## config.mk

```make
export PLATFORM = sky130hd
export DESIGN_NAME = sp_writeback_arbiter
export DESIGN_NICKNAME = d
export VERILOG_FILES = /design/src/rtl/sp_writeback_arbiter.sv
export SDC_FILE = /design/constraint.sdc
export NUM_CORES = 1
export LEC_CHECK = 0
export CORE_MARGIN = 5
export CORE_UTILIZATION = 48
export DETAILED_ROUTE_END_ITERATION = 16
export PLACE_DENSITY = 0.8
export SYNTH_ARGS = -nofsm -noshare
export SYNTH_HDL_FRONTEND = slang
export SYNTH_SLANG_ARGS = --single-unit
```

## constraint.sdc

```tcl
create_clock -name clk -period 4.15 [get_ports clk]
set_input_delay 1.245 -clock clk [delete_from_list [all_inputs] [get_ports clk]]
set_output_delay 1.245 -clock clk [all_outputs]
set_load 0.05 [all_outputs]
```

## src/rtl/sp_writeback_arbiter.sv

```systemverilog
// SPR write-back arbiter: one holding slot per unit, round-robin onto the single sp_reg_file write port.
// Optional SP_WB_BYPASS_EN: when no slot is held, incoming legal results arbitrate directly (zero latency).
module sp_writeback_arbiter #(
    parameter int unsigned UNITS       = 3,
    parameter int unsigned RS_ID_WIDTH = 5
) (
    input  logic                                  clk,
    input  logic                                  rst,
    input  logic [UNITS-1:0]                      unit_valid,
    output logic [UNITS-1:0]                      unit_ready,
    input  logic [UNITS-1:0][9:0]                 unit_addr,
    input  logic [UNITS-1:0][31:0]                unit_value,
    input  logic [UNITS-1:0][RS_ID_WIDTH-1:0]     unit_rs_id,
    output logic [9:0]                            write_addr,
    output logic                                  write_enable,
    output logic [31:0]                           write_value,
    output logic [RS_ID_WIDTH-1:0]                write_rs_id,
    output logic                                  illegal_spr,
    output logic [9:0]                            illegal_spr_addr
);

    localparam int unsigned PTR_W = (UNITS > 1) ? $clog2(UNITS) : 1;

    localparam logic [9:0] SPR_XER = 10'd1;
    localparam logic [9:0] SPR_LR  = 10'd8;
    localparam logic [9:0] SPR_CTR = 10'd9;

    logic [UNITS-1:0]                  held_valid;
    logic [UNITS-1:0][9:0]             held_addr;
    logic [UNITS-1:0][31:0]            held_value;
    logic [UNITS-1:0][RS_ID_WIDTH-1:0] held_rs_id;
    logic [PTR_W-1:0]                  rr_ptr;

    logic [UNITS-1:0] legal;
    logic [UNITS-1:0] accept;
    logic [UNITS-1:0] req;
    logic [UNITS-1:0] grant;
    logic             grant_any;
    logic [PTR_W-1:0] grant_idx;
    logic             bypass_sel;
    logic             ill_hit;
    logic [9:0]       ill_addr;

    always_comb begin
        for (int unsigned i = 0; i < UNITS; i++) begin
            legal[i] = (unit_addr[i] == SPR_XER) || (unit_addr[i] == SPR_LR) ||
                       (unit_addr[i] == SPR_CTR);
        end
    end

`ifdef SP_WB_BYPASS_EN
    // With nothing held, live legal inputs compete under the same round-robin rule.
    assign bypass_sel = ~|held_valid;
    assign req        = bypass_sel ? (unit_valid & legal) : held_valid;
`else
    assign bypass_sel = 1'b0;
    assign req        = held_valid;
`endif

    always_comb begin
        int unsigned cand;
        cand      = 0;
        grant     = '0;
        grant_any = 1'b0;
        grant_idx = '0;
        for (int unsigned k = 0; k < UNITS; k++) begin
            cand = 32'(rr_ptr) + k;
            if (cand >= UNITS) begin
                cand = cand - UNITS;
            end
            if (!grant_any && req[cand]) begin
                grant_any = 1'b1;
                grant_idx = cand[PTR_W-1:0];
            end
        end
        if (grant_any) begin
            grant[grant_idx] = 1'b1;
        end
    end

    // Masking grant with held_valid keeps ready independent of unit_valid in bypass mode.
    assign unit_ready = ~held_valid | (grant & held_valid);
    assign accept     = unit_valid & unit_ready;

    always_comb begin
        write_enable = grant_any;
        write_addr   = '0;
        write_value  = '0;
        write_rs_id  = '0;
        if (grant_any) begin
            if (bypass_sel) begin
                write_addr  = unit_addr[grant_idx];
                write_value = unit_value[grant_idx];
                write_rs_id = unit_rs_id[grant_idx];
            end else begin
                write_addr  = held_addr[grant_idx];
                write_value = held_value[grant_idx];
                write_rs_id = held_rs_id[grant_idx];
            end
        end
    end

    always_comb begin
        ill_hit  = 1'b0;
        ill_addr = '0;
        for (int unsigned i = 0; i < UNITS; i++) begin
            if (!ill_hit && accept[i] && !legal[i]) begin
                ill_hit  = 1'b1;
                ill_addr = unit_addr[i];
            end
        end
    end

    always_ff @(posedge clk or negedge rst) begin
        if (!rst) begin
            held_valid       <= '0;
            held_addr        <= '0;
            held_value       <= '0;
            held_rs_id       <= '0;
            rr_ptr           <= '0;
            illegal_spr      <= 1'b0;
            illegal_spr_addr <= '0;
        end else begin
            for (int unsigned i = 0; i < UNITS; i++) begin
                // A refill on the granted slot wins over the clear; an illegal refill leaves it empty.
                if (accept[i] && legal[i] && !(bypass_sel && grant[i])) begin
                    held_valid[i] <= 1'b1;
                    held_addr[i]  <= unit_addr[i];
                    held_value[i] <= unit_value[i];
                    held_rs_id[i] <= unit_rs_id[i];
                end else if (grant[i]) begin
                    held_valid[i] <= 1'b0;
                end
            end
            if (grant_any) begin
                if (grant_idx == PTR_W'(UNITS - 1)) begin
                    rr_ptr <= '0;
                end else begin
                    rr_ptr <= grant_idx + 1'b1;
                end
            end
            illegal_spr <= ill_hit;
            if (ill_hit) begin
                illegal_spr_addr <= ill_addr;
            end
        end
    end

endmodule

```

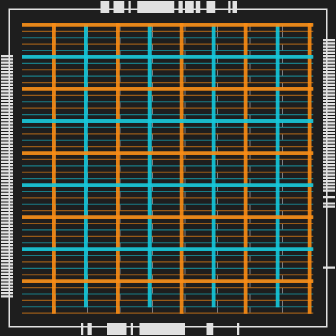
Fig. 1. PDN straps and rails (run 1).
Pins as bars on the die edge. Tap cells in gray.
Cyan marks VDD. Orange marks VSS.
The core has 45 rows. 188 tap cells. 9 straps on met5. 9 straps on met4.

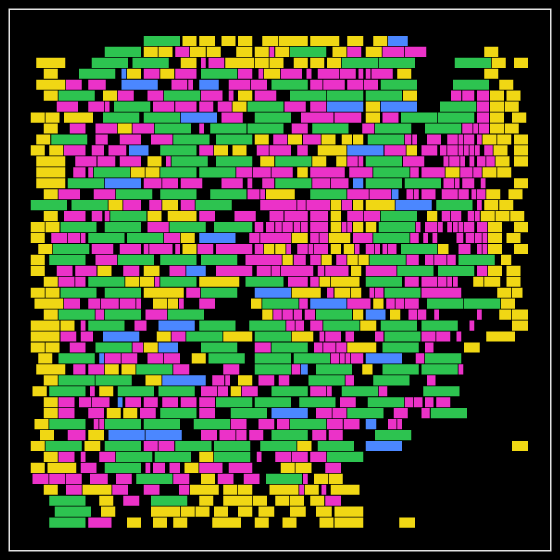
Fig. 2. Cells colored by class (run 1).
Yellow marks other buffers and delay cells, cells 253, share of their area 26%. Magenta marks all other logic, cells 393, share of their area 33%. Blue marks clock drivers and dummy loads, cells 31, share of their area 5.2%. Green marks flops, cells 157, share of their area 36%.

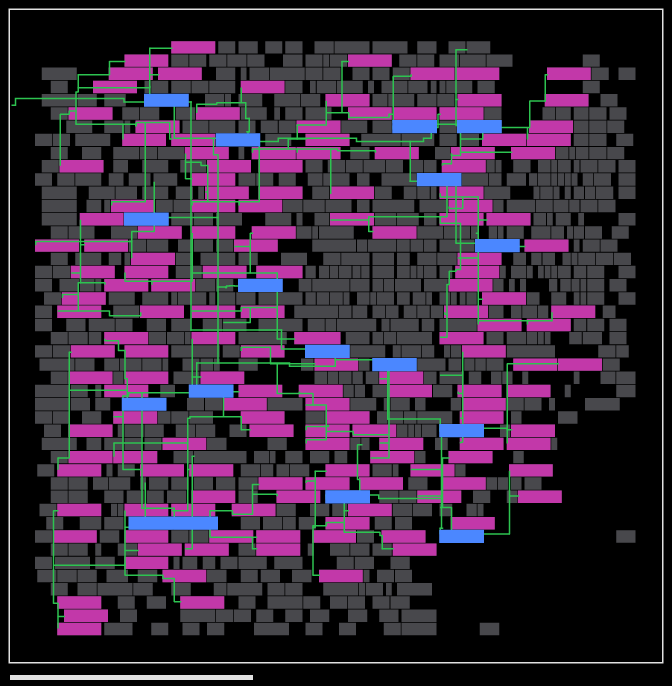
Fig. 3. Routed clock nets over the placement (run 1).
Scale bar: 50 um.
Magenta marks flip-flops, count 157. Green marks clock wires, length 1810 um. Blue marks cells driving clock nets, count 17.
Position of the flops: widely spread. There are 18 routed clock nets.

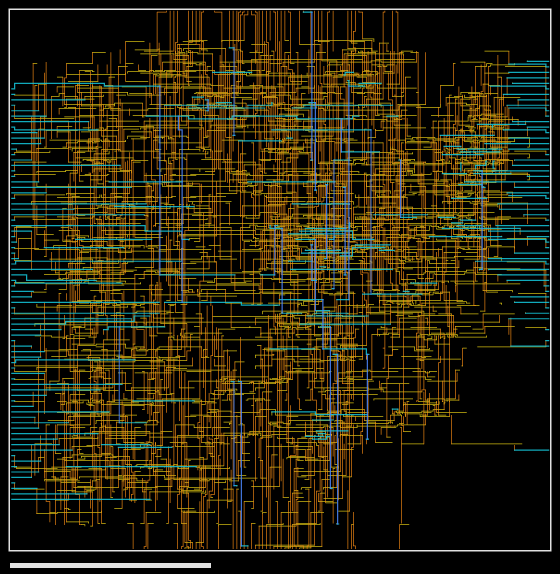
Fig. 4. Wiring by layer (run 1).
Scale bar: 50 um.
Blue marks met4, wire length 656 um. Cyan marks met3, wire length 2380 um. Yellow marks met1, wire length 8870 um. Orange marks met2, wire length 11800 um.

==> flow_summary.toml, run 1 <==
# synthesis and place-and-route metrics
[cells_and_area]
nNonClkInverters = 32
mi_logic_area_um2 = 3510
final_cell_area_um2 = 11200
layout_top_cells = "155 x dfrtp_1, 155 x clkdlybuf4s50_1, 79 x mux2_2"
fillerInstances = 913
nClkBuffers = 26
largestClassByArea = "sequential cells"
layout.nonclk_buf_share_pct = 25.3
multi_input_comb_cells = 361
seq_cell_count = 157
final_core_util_pct = 74.1
largest_reg_flops = 96
reg.largest.list = "held_value x96, held_addr x30, held_rs_id x15"
sh_comb_area_pct = 31.3
clk_share_pct = 5.12
seq_area_um2 = 3930
nets = 972

[pwr]
maxPowerGroup = "registers"
p_per_area_nw_per_um2 = 385
combPwrFrac_pct = 26.5
sequentialPower_mw = 1.68
p_int_mw = 3.06
p_total_mw = 4.32
swShare_pct = 29.2
clock_power_share_pct = 34.8
p_comb_mw = 1.14
switching_power_mw = 1.26
pg_clk_mw = 1.50

[yosys]
synthMuxAreaShare_pct = 20.9
yosys_area_um2 = 7400
numSynthFlops = 157
synthFlopType = "dfrtp_1"
synthTopCellsByCount = "157 x dfrtp_1, 79 x mux2_2, 44 x nand2_1, 40 x mux2_4, 32 x inv_1"
ys_sh_aoi_pct = 12.1
topCombFamilyByArea = "multiplexers"
synth_cells = 590
synthArstFlopShare_pct = 100
synth_area_um2 = 7400
simple_gate_area_share_pct = 8.49
edf_count = 0
synth_cell_type_count = 51
yosysMostFrequentCell = "dfrtp_1"

[clock_network]
post_cts_buffers = 15
cts-buffers-inserted = 17
cts.sinks = 157
cts_resized = 50
cts_tree = "done"
postCtsHoldBufs = 0

[timing]
setup_tns_ps = -2530
fin_ws_ps = -120
final_max_slew_viol_count = 0
skew_ps = 10.6
worst_slew_pin_slew_ps = 972
whs_ps = 488
max_freq_mhz = 234
setup_viol = 45
rsz0062_at_grt = "yes"
post-route-min-period_ps = 4270

[run]
maxCapViolations = 0
warning_count = 34

[min_path]
hp-start = "held_addr[25]"
whs_path_depth = 1
hold_class = "reg -> reg"

[global_routing]
grt_pass1_wl_mm = 35.9
grt-ovfl-total = 0
met1_usage_pct = 30.5
globalRoute.busiestLayer = "met2"
grt_pass1_vias = 6650
grt_util_all_layers_pct = 25.5
grt_max_degree = 109
grt_antenna_before_repair = 0
grt_use_met2_pct = 42.2

[outcome]
violations = "setup timing"
status = "complete, but fails checks"

[drt]
dr.pass1.iters = 7
highest-signal-layer = "met4"
wl_met2_mm = 11.8
routed_wirelength_mm = 23.7
wl_met1_mm = 8.87
dr.first_iter.drc_count = 565

[worst_setup_path]
crit_path_cell_trace = "inv_4, ha_4, mux2i_2, o22ai_2, and3b_2, nor3_4, buf_12, nor2_4, buf_6, buf_12, a22oi_2, o21ai_2, buf_12"
cp_common_cell = "buf_12"
path_depth = 13
worstSetupStartpointType = "register"
crit_type = "reg -> out"
critPathMaxFanout = 7
crit_path_top_delay_cell = "dfrtp_2"
crit_required_ps = 2900
r2r-start = "rr_ptr[0]"
crit_end = "write_value[7]"
ff2ff_setup_slack_ps = 730
worst-path-buf-inv = 5

[floorplanning]
fp_util_pct = 48.9
dieArea_um2 = 18000
die_w_um = 134
rows = 45
fp.dieH_um = 134

[placed_design]
place_ws_ps = 121
place_congestion = 0.953
dp_hpwl_mm = 15.1
Fig. 5: run 1, routing congestion map
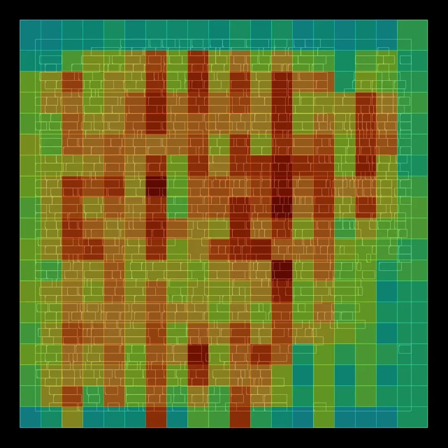

==> run 2: changes to the inputs <==
--- a/config.mk
+++ b/config.mk
@@ -8,6 +8,8 @@
 export CORE_MARGIN = 5
 export CORE_UTILIZATION = 48
 export DETAILED_ROUTE_END_ITERATION = 16
+export GPL_ROUTABILITY_DRIVEN = 0
+export HOLD_SLACK_MARGIN = 0.02
 export PLACE_DENSITY = 0.8
 export SYNTH_ARGS = -nofsm -noshare
 export SYNTH_HDL_FRONTEND = slang
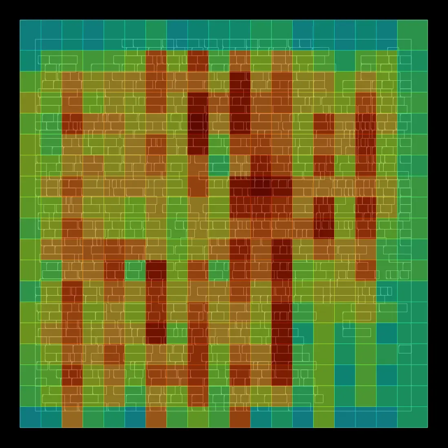
Fig. 6. Routing congestion map (run 2).
GR Util All Layers: 25.5%
busiest grt layer: met2
met1 usage: 31.0%

==> flow_summary.toml, run 2 <==
# synthesis and place-and-route metrics
[floorplanning]
dieArea_um2 = 18000
rows = 45
fp_util_pct = 48.9
coreArea_um2 = 15100
fp.dieH_um = 134
die_w_um = 134

[drt]
wl_met3_mm = 2.30
routed_wirelength_mm = 23.5
wl_per_cell_um = 22.9
dr.first_iter.drc_count = 508
dr.pass1.iters = 5
wl_met2_mm = 11.6
highest-signal-layer = "met4"
drc = 0
wl_met1_mm = 8.94

[cells_and_area]
mi_logic_area_um2 = 3470
clk_share_pct = 5.16
nets = 971
final_cell_area_um2 = 11200
multi_input_comb_cells = 361
sh_comb_area_pct = 31.1
num_antenna_cells = 0
reg.largest.list = "held_value x96, held_addr x30, held_rs_id x15"
buffers = 252
nClkBuffers = 20
layout_top_cells = "155 x dfrtp_1, 155 x clkdlybuf4s50_1, 79 x mux2_2"
nNonClkInverters = 32
seq_area_um2 = 3930
fillerInstances = 954
layout.nonclk_buf_share_pct = 25.2
final_core_util_pct = 73.7
largest_reg_flops = 96
largestClassByArea = "sequential cells"
seq_cell_count = 157

[yosys]
edf_count = 0
synth_area_um2 = 7400
fp_nets = 740
yosysMostFrequentCell = "dfrtp_1"
synthArstFlopShare_pct = 100
synth_cells = 590
synth_cell_type_count = 51
simple_gate_area_share_pct = 8.49
topCombFamilyByArea = "multiplexers"
synthTopCellsByCount = "157 x dfrtp_1, 79 x mux2_2, 44 x nand2_1, 40 x mux2_4, 32 x inv_1"
numSynthFlops = 157
yosys_area_um2 = 7400
adder_share_pct = 0.676
ys_sh_xor_pct = 0
synthMuxAreaShare_pct = 20.9
synthFlopType = "dfrtp_1"
ys_seq_share_pct = 53.1
top_cells_by_area = "dfrtp_1 53%, mux2_2 12%, mux2_4 8.1%"
ys_sh_aoi_pct = 12.1

[global_routing]
grt_use_met2_pct = 42.2
grt_antenna_before_repair = 0
grt_max_degree = 64
grt-ovfl-total = 0
grt_pass1_wl_mm = 35.9
grt_pass1_vias = 6598

[outcome]
violations = "setup timing"
status = "complete, but fails checks"

[worst_setup_path]
crit_path_top_delay_cell = "a222oi_1"
ff2ff_setup_slack_ps = 650
critPathMaxFanout = 12
endpoint_kind = "primary output"
r2r-start = "rr_ptr[0]"
crit_end = "write_addr[1]"
r2r_cells = 11
crit_required_ps = 2900
worstSetupStartpointType = "register"
worst-path-buf-inv = 5
cp_top_family = "buffers and inverters"
crit_path_cell_trace = "inv_4, ha_4, mux2i_4, o22ai_2, and3b_2, nor3_4, buf_12, buf_16, a222oi_1, inv_1, buf_6"
path_depth = 11
crit_type = "reg -> out"
setup.worst_path.start = "rr_ptr[0]"

[timing]
rsz0062_at_grt = "yes"
relSlewSlack_pct = 46.2
post-route-min-period_ps = 4290
skew_ps = 6.76
setup_tns_ps = -3110
finalHoldViolCount = 0
fin_crit_sh_pct = 103
final_max_slew_viol_count = 0
fin_ws_ps = -139
whs_ps = 487
worst_slew_pin_slew_ps = 807
max_freq_mhz = 233
setup_viol = 48

[clock_network]
cts_root_buf = "clkbuf_16"
postCtsHoldBufs = 0
cts-buffers-inserted = 17
cts_resized = 54
post_cts_buffers = 21
cts.sinks = 157
cts_tree = "done"
h-tree-depth = 4

[pwr]
p_comb_mw = 1.11
irDropWorstVdd_mv = 0.318
p_total_mw = 4.30
maxPowerGroup = "registers"
p_per_area_nw_per_um2 = 385
pg_clk_mw = 1.53
swShare_pct = 29.5
combPwrFrac_pct = 25.7
switching_power_mw = 1.27
clock_power_share_pct = 35.5
p_seq_share_pct = 38.8
sequentialPower_mw = 1.67
p_int_mw = 3.03

[min_path]
hold_class = "reg -> reg"
hp-start = "held_addr[2]"
whs_path_depth = 1

[placed_design]
detailed_place.area_um2 = 9910
dp_cells = 962
place_ws_ps = -1.16
dp_hpwl_mm = 15.0

[run]
maxCapViolations = 0
warning_count = 32
